<file path="config.mk">
export PLATFORM = sky130hd
export DESIGN_NAME = n64_poll_controller
export DESIGN_NICKNAME = d
export VERILOG_FILES = /design/src/rtl/n64_poll_controller.sv
export SDC_FILE = /design/constraint.sdc
export NUM_CORES = 1
export LEC_CHECK = 0
export CAP_MARGIN = 20
export CORE_UTILIZATION = 45
export DETAILED_ROUTE_END_ITERATION = 10
export PLACE_DENSITY = 0.87
export SLEW_MARGIN = 20
export SYNTH_ARGS = -nofsm -noshare
export SYNTH_HDL_FRONTEND = slang
export SYNTH_SLANG_ARGS = --single-unit
export TNS_END_PERCENT = 100
</file>
<file path="constraint.sdc">
create_clock -name clk -period 1.57 [get_ports clk]
set_input_delay 0.2355 -clock clk [delete_from_list [all_inputs] [get_ports clk]]
set_output_delay 0.2355 -clock clk [all_outputs]
set_load 0.1 [all_outputs]
</file>
<file path="src/rtl/n64_poll_controller.sv">
// n64_poll_controller: polls an N64 controller by sending command 0x01 and a stop bit on the
//    one-wire line, then arms an external 32-bit reader and captures its word into buttons.
// Latency: line_oe asserts the cycle after start; rd_enable follows 8*4*US_TICKS + 3*US_TICKS
//    cycles of line time; data_valid/timeout_err are registered one cycle after completion/expiry.
// Backpressure: none; a start or auto trigger arriving while busy is dropped, never queued.
// Ports: clk, rst_n (async, active low); start request; line_oe (1 = pull line low);
//    rd_enable/rd_working/rd_data reader handshake; buttons, data_valid, timeout_err, busy.
// Build option: define N64_POLL_AUTO_EN to add a free-running POLL_TICKS auto-poll timer.
module n64_poll_controller #(
   parameter int US_TICKS      = 100,
   parameter int TIMEOUT_TICKS = 20000,
   parameter int POLL_TICKS    = 1666666
) (
   input  logic        clk,
   input  logic        rst_n,
   input  logic        start,
   output logic        line_oe,
   output logic        rd_enable,
   input  logic        rd_working,
   input  logic [31:0] rd_data,
   output logic [31:0] buttons,
   output logic        data_valid,
   output logic        timeout_err,
   output logic        busy
);

   typedef enum logic [2:0] {
      IDLE       = 3'd0,
      SEND       = 3'd1,
      STOP       = 3'd2,
      ARM        = 3'd3,
      WAIT_START = 3'd4,
      WAIT_DONE  = 3'd5
   } state_t;

   localparam int PW = $clog2(4 * US_TICKS);
   localparam int TW = $clog2(TIMEOUT_TICKS + 1);

   localparam logic [7:0]    CMD_BYTE  = 8'h01;
   localparam logic [PW-1:0] BIT_LAST  = PW'(4 * US_TICKS - 1);
   localparam logic [PW-1:0] STOP_LAST = PW'(3 * US_TICKS - 1);
   localparam logic [PW-1:0] SHORT_LOW = PW'(US_TICKS);
   localparam logic [PW-1:0] LONG_LOW  = PW'(3 * US_TICKS);
   localparam logic [TW-1:0] TO_LAST   = TW'(TIMEOUT_TICKS - 1);

   state_t        state, state_nxt;
   logic [PW-1:0] phase;      // cycle within the current bit / stop slot
   logic [2:0]    bit_idx;    // 0 = MSB of the command byte
   logic [TW-1:0] tcnt;       // cycles spent waiting on the reader
   logic          trigger;
   logic          cmd_bit;
   logic          complete;
   logic          expire;

`ifdef N64_POLL_AUTO_EN
   localparam int AW = (POLL_TICKS > 1) ? $clog2(POLL_TICKS) : 1;
   localparam logic [AW-1:0] POLL_LAST = AW'(POLL_TICKS - 1);

   logic [AW-1:0] poll_cnt;
   logic          poll_hit;

   assign poll_hit = (poll_cnt == POLL_LAST);

   // Free-running from reset release; a hit while busy is simply lost.
   always_ff @(posedge clk or negedge rst_n) begin
      if (!rst_n) begin
         poll_cnt <= '0;
      end else begin
         poll_cnt <= poll_hit ? '0 : poll_cnt + AW'(1);
      end
   end

   assign trigger = start | poll_hit;
`else
   // The auto-poll period has no effect in this build.
   logic poll_unused;
   assign poll_unused = (POLL_TICKS > 0);
   assign trigger     = start;
`endif

   // bit_idx counts up from the MSB, so the byte position is its complement.
   assign cmd_bit = CMD_BYTE[~bit_idx];
   assign busy    = (state != IDLE);

   always_ff @(posedge clk or negedge rst_n) begin
      if (!rst_n) begin
         state <= IDLE;
      end else begin
         state <= state_nxt;
      end
   end

   always_comb begin
      state_nxt = state;
      line_oe   = 1'b0;
      rd_enable = 1'b0;
      complete  = 1'b0;
      expire    = 1'b0;
      case (state)
         IDLE: begin
            if (trigger) state_nxt = SEND;
         end
         SEND: begin
            // '1' is a short low pulse, '0' a long one; both slots are 4 us.
            line_oe = cmd_bit ? (phase < SHORT_LOW) : (phase < LONG_LOW);
            if (phase == BIT_LAST && bit_idx == 3'd7) state_nxt = STOP;
         end
         STOP: begin
            line_oe = (phase < SHORT_LOW);
            if (phase == STOP_LAST) state_nxt = ARM;
         end
         ARM: begin
            rd_enable = 1'b1;
            state_nxt = WAIT_START;
         end
         WAIT_START: begin
            if (tcnt == TO_LAST) begin
               expire    = 1'b1;
               state_nxt = IDLE;
            end else if (rd_working) begin
               state_nxt = WAIT_DONE;
            end
         end
         WAIT_DONE: begin
            // Completion is checked first so it wins a tie with the timeout.
            if (!rd_working) begin
               complete  = 1'b1;
               state_nxt = IDLE;
            end else if (tcnt == TO_LAST) begin
               expire    = 1'b1;
               state_nxt = IDLE;
            end
         end
         default: state_nxt = IDLE;
      endcase
   end

   always_ff @(posedge clk or negedge rst_n) begin
      if (!rst_n) begin
         phase       <= '0;
         bit_idx     <= '0;
         tcnt        <= '0;
         buttons     <= '0;
         data_valid  <= 1'b0;
         timeout_err <= 1'b0;
      end else begin
         data_valid  <= 1'b0;
         timeout_err <= 1'b0;
         case (state)
            SEND: begin
               if (phase == BIT_LAST) begin
                  phase   <= '0;
                  bit_idx <= bit_idx + 3'd1;   // wraps to 0 after the last bit
               end else begin
                  phase <= phase + PW'(1);
               end
            end
            STOP: begin
               phase <= (phase == STOP_LAST) ? '0 : phase + PW'(1);
            end
            ARM: begin
               tcnt <= '0;
            end
            WAIT_START, WAIT_DONE: begin
               tcnt <= tcnt + TW'(1);
               if (complete) begin
                  buttons    <= rd_data;
                  data_valid <= 1'b1;
               end else if (expire) begin
                  timeout_err <= 1'b1;
               end
            end
            default: begin
               phase   <= '0;
               bit_idx <= '0;
            end
         endcase
      end
   end

endmodule

</file>
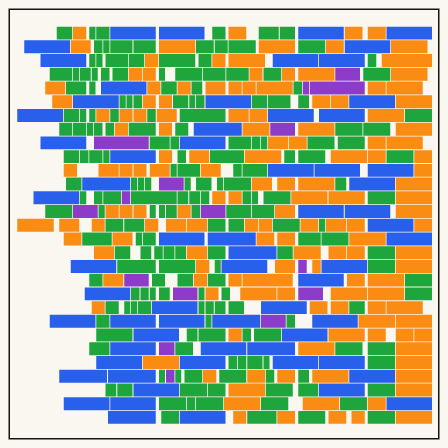
(run_1/cell_classes.png)
- other buffers and delay cells: orange (cells 147)
- clock drivers and dummy loads: purple (cells 16)
- all other logic: green (cells 194)
- flip-flops: blue (cells 64)
row count: 29
sequential portion of the cell area: 29.1%
post-route cell area: 0.00555 mm2

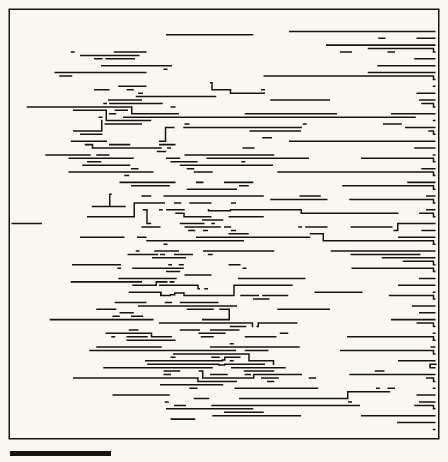
(run_1/met3.png)
Scale bar: 20 um.
- nets with wire on the layer: 173
- main direction: horizontal
- share of all routed wire: 13%

==> flow_summary.ini, run 1 <==
; synthesis and place-and-route metrics
[final_layout]
layout.cells.non_filler = 498
antenna_cells = 0
syn2layout_area_growth_pct = 79.7
largest_reg_flops = 32
regMostFlops = buttons
fin_nets = 456
lay_top_cells = dfrtp_1 (55), buf_12 (44), buf_4 (41)
reg.largest.list = buttons (32), tcnt (15), phase (9)
lay_top_count = dfrtp_1
drive_above_1_share_pct = 52.3

[cts]
hold_buffers = 1
cts_setup_buffers = 11
cts_tree = built
ctsLongestPathBuffers = 2
htree_levels = 3
clk_pin_slew_ns = 0.09
cts_buffers = 9
cts_root_buf = clkbuf_8
cts.sinks = 64
clk_latency_ns = 0.36

[final_timing]
setup_tns_ns = -15.22
report.final.slew_viol_count = 0
setup_ws_ns = -0.688
setup_viol = 61
max_slew_margin_pct = 59.6
tightestPinTransition_ns = 0.602
max_freq_mhz = 443

[logic_synthesis]
synthArstFlopShare_pct = 100
syn_area_mm2 = 0.00309
yosys_cells = 270
simple_gate_share_pct = 15.5
synth.top_cell.area_share_pct = 51.9
yosys-top-cells-area = dfrtp_1 (52%), mux2_2 (12%), nand2_1 (3.4%)
synthAdderAreaFrac_pct = 1.62
edf_count = 0
yosysTopAreaCell = dfrtp_1
ys_seq_share_pct = 51.9
ys_sh_xor_pct = 0.284
synth_nets = 310
synth_top_cell_by_count = dfrtp_1
synth-seq-cells = 64
syn_inst = 270
ys.flop_type = dfrtp_1
synth.logic.top_family = simple AND/OR/NAND/NOR gates
ys_types = 51
ys_area_mm2 = 0.00309
compound_area_share_pct = 13.9
common_cells = dfrtp_1 (64), mux2_2 (32), nand2_1 (28)
syn-mean-instance-area_um2 = 11.4
mux_area_share_pct = 13.3

[floorplan]
ios = 73
die_area_mm2 = 0.00719
die.size.y_um = 84.8
fp.dieW_um = 84.8

[placed_design]
gp_congestion = 0.821
dp_hpwl_mm = 6.54
placed_cells = 452
post-place-ws_ns = -0.191
dpl_cell_area_mm2 = 0.00473
io_buffers = 72

[power_and_ir_drop]
swShare_pct = 50.1
peakVddDrop_uv = 1200
clockPowerShare_pct = 12.9
p_per_area_mw_per_mm2 = 2320
p_int_w = 0.00641
power_frac_seq_pct = 23.1
comb_power_share_pct = 64.0
switchingPower_w = 0.00644

[global_route]
grt_max_degree = 40
grt_pass1_vias = 3304
grt_pass1_wl_mm = 20.5
grt_usage_pct = 39.5
globalRouteOverflowTotal = 0

[setup_path]
crit_buf_inv = 1
crit_chain = ha_2, ha_4, nor4_4, o21ai_2, a211oi_4, buf_12
slowest_stage = dfrtp_1
startpoint = bit_idx[1]
cp_num_cells = 6
required_ns = 1.33
crit_fanout = 3
slowest_delay_ns = 0.41
timing.rr.end = buttons[3]
path_delay_family = AND-OR/OR-AND gates
startpoint_type = flop
path_class = flop to output port
reg2reg_from = state[1]
cp-endpoint = line_oe
worstPathArrival_ns = 2.02

[min_path]
min_from = rd_data[13]
hold_depth = 2
hold_class = primary input to flop

[route]
drc = 14
wl_per_cell_um = 31.1
drt_iter0_drc = 541
vias = 3420
viasPerCell = 6.87

[flow_run]
warnings = 30
cap_violations = 0

[status]
outcome = finished with violations
violations = DRC, setup timing
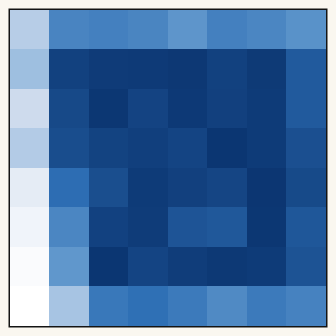
(run_1/density.png)
8 x 8 tiles, from white (low) to dark blue (high), 0 to 100% covered.
- fullest tile: 98%
- nearly empty tiles: 1.6%
- emptiest ninth of the die: south-west
- tiles over 75% full: 63%
- mean over tiles: 76%
Core Area: 0.00649 mm2
Core Util at FP: 47.5%
Core Util, Final: 85.4%

==> run 1: stage by stage <==
step | hold slack, ns | total power [W]
floorplan | -0.0601 | 0.00713
global placement | 0.245 | 0.00981
detailed placement | 0.252 | 0.0100
CTS | 0.471 | 0.0120
global route | 0.492 | 0.0131
finish | 0.481 | 0.0128
==> run 1: layer usage <==
metal	GRT usage [%]	vias up	routed length (um)
met5	0	-	0
met3	10.1	131	2040
met4	28.5	0	1290
met1	46.5	1647	5370
li1	-	1292	-
met2	63.0	350	6760
==> run 1: final cells by class <==
type	count	area (um2)
well taps	77	96.3
multi-input cells	189	1730
inverters	5	22.5
clock buffers	10	128
repair buffers	147	1880
fillers	217	948
clock inverters	6	83.8
flip-flops and latches	64	1610
==> run 1 -> run 2 <==
--- a/config.mk
+++ b/config.mk
@@ -8,6 +8,7 @@
 export CAP_MARGIN = 20
 export CORE_UTILIZATION = 45
 export DETAILED_ROUTE_END_ITERATION = 10
+export GPL_TIMING_DRIVEN = 0
 export PLACE_DENSITY = 0.87
 export SLEW_MARGIN = 20
 export SYNTH_ARGS = -nofsm -noshare
==> run 2 against run 1 <==
Worst setup slack worse by 0.083 ns. Register-to-register slack got worse by 0.21 ns. Clock skew shrank 0.0022 ns. Area after synthesis did not move. Global-route usage is 13 points lower. The flow still finishes with violations (DRC, setup timing). Sequential share of layout area increased by 3.6 points. Combinational power shrank about 20%. Non-clock buffer count shrank 23. Highest routed layer unchanged. Clock power shrank about 10%. Fmax shrank 3.5%. Critical path depth unchanged.
==> flow_summary.ini, run 2 <==
; synthesis and place-and-route metrics
[power_and_ir_drop]
comb_power_share_pct = 61.5
p_total_w = 0.0107
maxPowerGroup = combinational cells
power_frac_seq_pct = 24.5
clock_net_power_w = 0.00150
p_int_w = 0.00498
peakVddDrop_uv = 1340
swShare_pct = 53.6
clockPowerShare_pct = 14.0
p_leak_nw = 2.14
switchingPower_w = 0.00574
p_per_area_mw_per_mm2 = 2180

[setup_path]
reg2reg_depth = 10
slowest_delay_ns = 0.44
cp-endpoint = line_oe
slowest_stage = dfrtp_1
timing.rr.end = tcnt[5]
cp_num_cells = 6
worstPathArrival_ns = 2.11
required_ns = 1.33
reg2reg_from = state[1]
path_class = flop to output port
ff2ff_setup_slack_ns = -0.57
path_delay_family = AND-OR/OR-AND gates
crit_chain = ha_2, ha_4, nor4_2, o21ai_1, a211oi_4, buf_12
startpoint = bit_idx[1]
crit_fanout = 4
crit_buf_inv = 1
startpoint_type = flop

[logic_synthesis]
yosys-top-cells-area = dfrtp_1 (52%), mux2_2 (12%), nand2_1 (3.4%)
synth_nets = 310
synthArstFlopShare_pct = 100
synthAdderAreaFrac_pct = 1.62
mux_area_share_pct = 13.3
edf_count = 0
syn_area_mm2 = 0.00309
ys.flop_type = dfrtp_1
compound_area_share_pct = 13.9
synth-seq-cells = 64
syn-mean-instance-area_um2 = 11.4
yosys_cells = 270
ys_area_mm2 = 0.00309
synth.logic.top_family = simple AND/OR/NAND/NOR gates
ys_types = 51
synth.top_cell.area_share_pct = 51.9
synth_top_cell_by_count = dfrtp_1
simple_gate_share_pct = 15.5
yosysTopAreaCell = dfrtp_1
ys_sh_xor_pct = 0.284
ys_seq_share_pct = 51.9
common_cells = dfrtp_1 (64), mux2_2 (32), nand2_1 (28)
syn_inst = 270

[global_route]
gr-usage-met3_pct = 10.2
grt_usage_pct = 26.9
grtUsageMet2_pct = 47.3
grt_antenna_before_repair = 0
grt.met1_usage_pct = 29.2
grt_busiest_layer = met2
grt_pass1_vias = 2831
globalRouteOverflowTotal = 0
grt_max_degree = 49
grt_pass1_wl_mm = 14.8

[route]
wirelength_mm = 10.9
vias = 2931
highest_layer = met4
drt_iter0_drc = 290
wl_per_cell_um = 23.0
drtAntennaViolNets = 0
drt_first_pass_iters = 9
wl_met2_mm = 5.49
viasPerCell = 6.17
drc = 14
met3_length_um = 994
m1WireLength_mm = 3.95

[status]
violations = DRC, setup timing
outcome = finished with violations

[floorplan]
rows = 29
coreArea_mm2 = 0.00649
die_area_mm2 = 0.00719
ios = 73
fp.dieW_um = 84.8
die.size.y_um = 84.8
initial_core_util_pct = 47.5

[flow_run]
cap_violations = 0
warnings = 29

[placed_design]
gp_congestion = 0.798
io_buffers = 72
dp_hpwl_mm = 5.18
post-place-ws_ns = -1.10
placed_cells = 420
dpl_cell_area_mm2 = 0.00410

[final_timing]
finalHoldViolCount = 0
report.final.slew_viol_count = 0
grt_setup_unrepaired = true
setup_tns_ns = -10.40
period_used_pct = 149
setup_ws_ns = -0.771
max_freq_mhz = 427
setup_viol = 62
whs_ns = 0.335
fin_crit_ns = 2.34
max_slew_margin_pct = 61.9
tightestPinTransition_ns = 0.575

[final_layout]
lay_top_cells = dfrtp_1 (59), clkdlybuf4s50_1 (34), mux2_4 (30), clkdlybuf4s15_2 (30)
fin_nets = 433
reg.largest.list = buttons (32), tcnt (15), phase (9)
antenna_cells = 0
regMostFlops = buttons
syn2layout_area_growth_pct = 59.2
lay_top_count = dfrtp_1
layout.cells.non_filler = 475
drive_above_1_share_pct = 45.0
largest_reg_flops = 32

[cts]
ctsLongestPathBuffers = 2
clk_latency_ns = 0.35
cts.sinks = 64
htree_levels = 3
cts_root_buf = clkbuf_8
clk_pin_slew_ns = 0.08
cts_tree = built
cts_buffers = 9

[min_path]
hold_class = primary input to asynchronous set/reset pin
## run 2: netlist changes by cell type in the layout (fill, tap and decap cells not counted), sizes merged
cell / before / now
clkdlybuf4s18: 0 / 1
clkinvlp: 1 / 3
buf: 112 / 58
bufinv: 2 / 1
clkinv: 4 / 2
inv: 4 / 5
clkdlybuf4s15: 0 / 30
## run 2: area by class of cell
cell class	instances	area [um2]
Clock buffer	10	138
Tap cell	77	96.3
Sequential cell	64	1610
Buffer	10	128
Inverter	5	22.5
Timing Repair Buffer	114	1180
Multi-Input combinational cell	189	1670
Clock inverter	6	67.6
Fill cell	346	1580
## run 2: repair_timing
item	4_1_cts	5_1_grt
endpoints found under the hold margin	16	0
cloned	1	0
hold buffers	1	0
resized	161	56
pin swaps	14	14
setup endpoints to repair	89	65
setup buffers	22	19
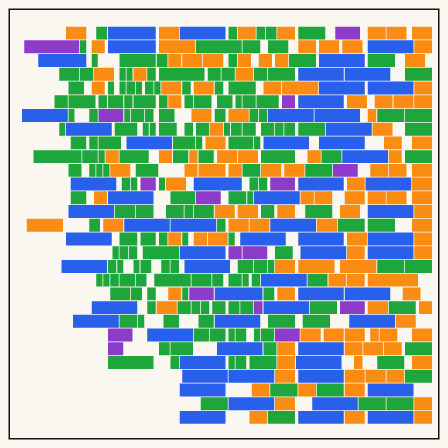
(run_2/cell_classes.png)
sequential portion of the cell area: 32.7%
Core Util, Final: 75.7%
post-route cell area: 0.00491 mm2

No activity file was given, so power comes from the tool's default toggle rates.
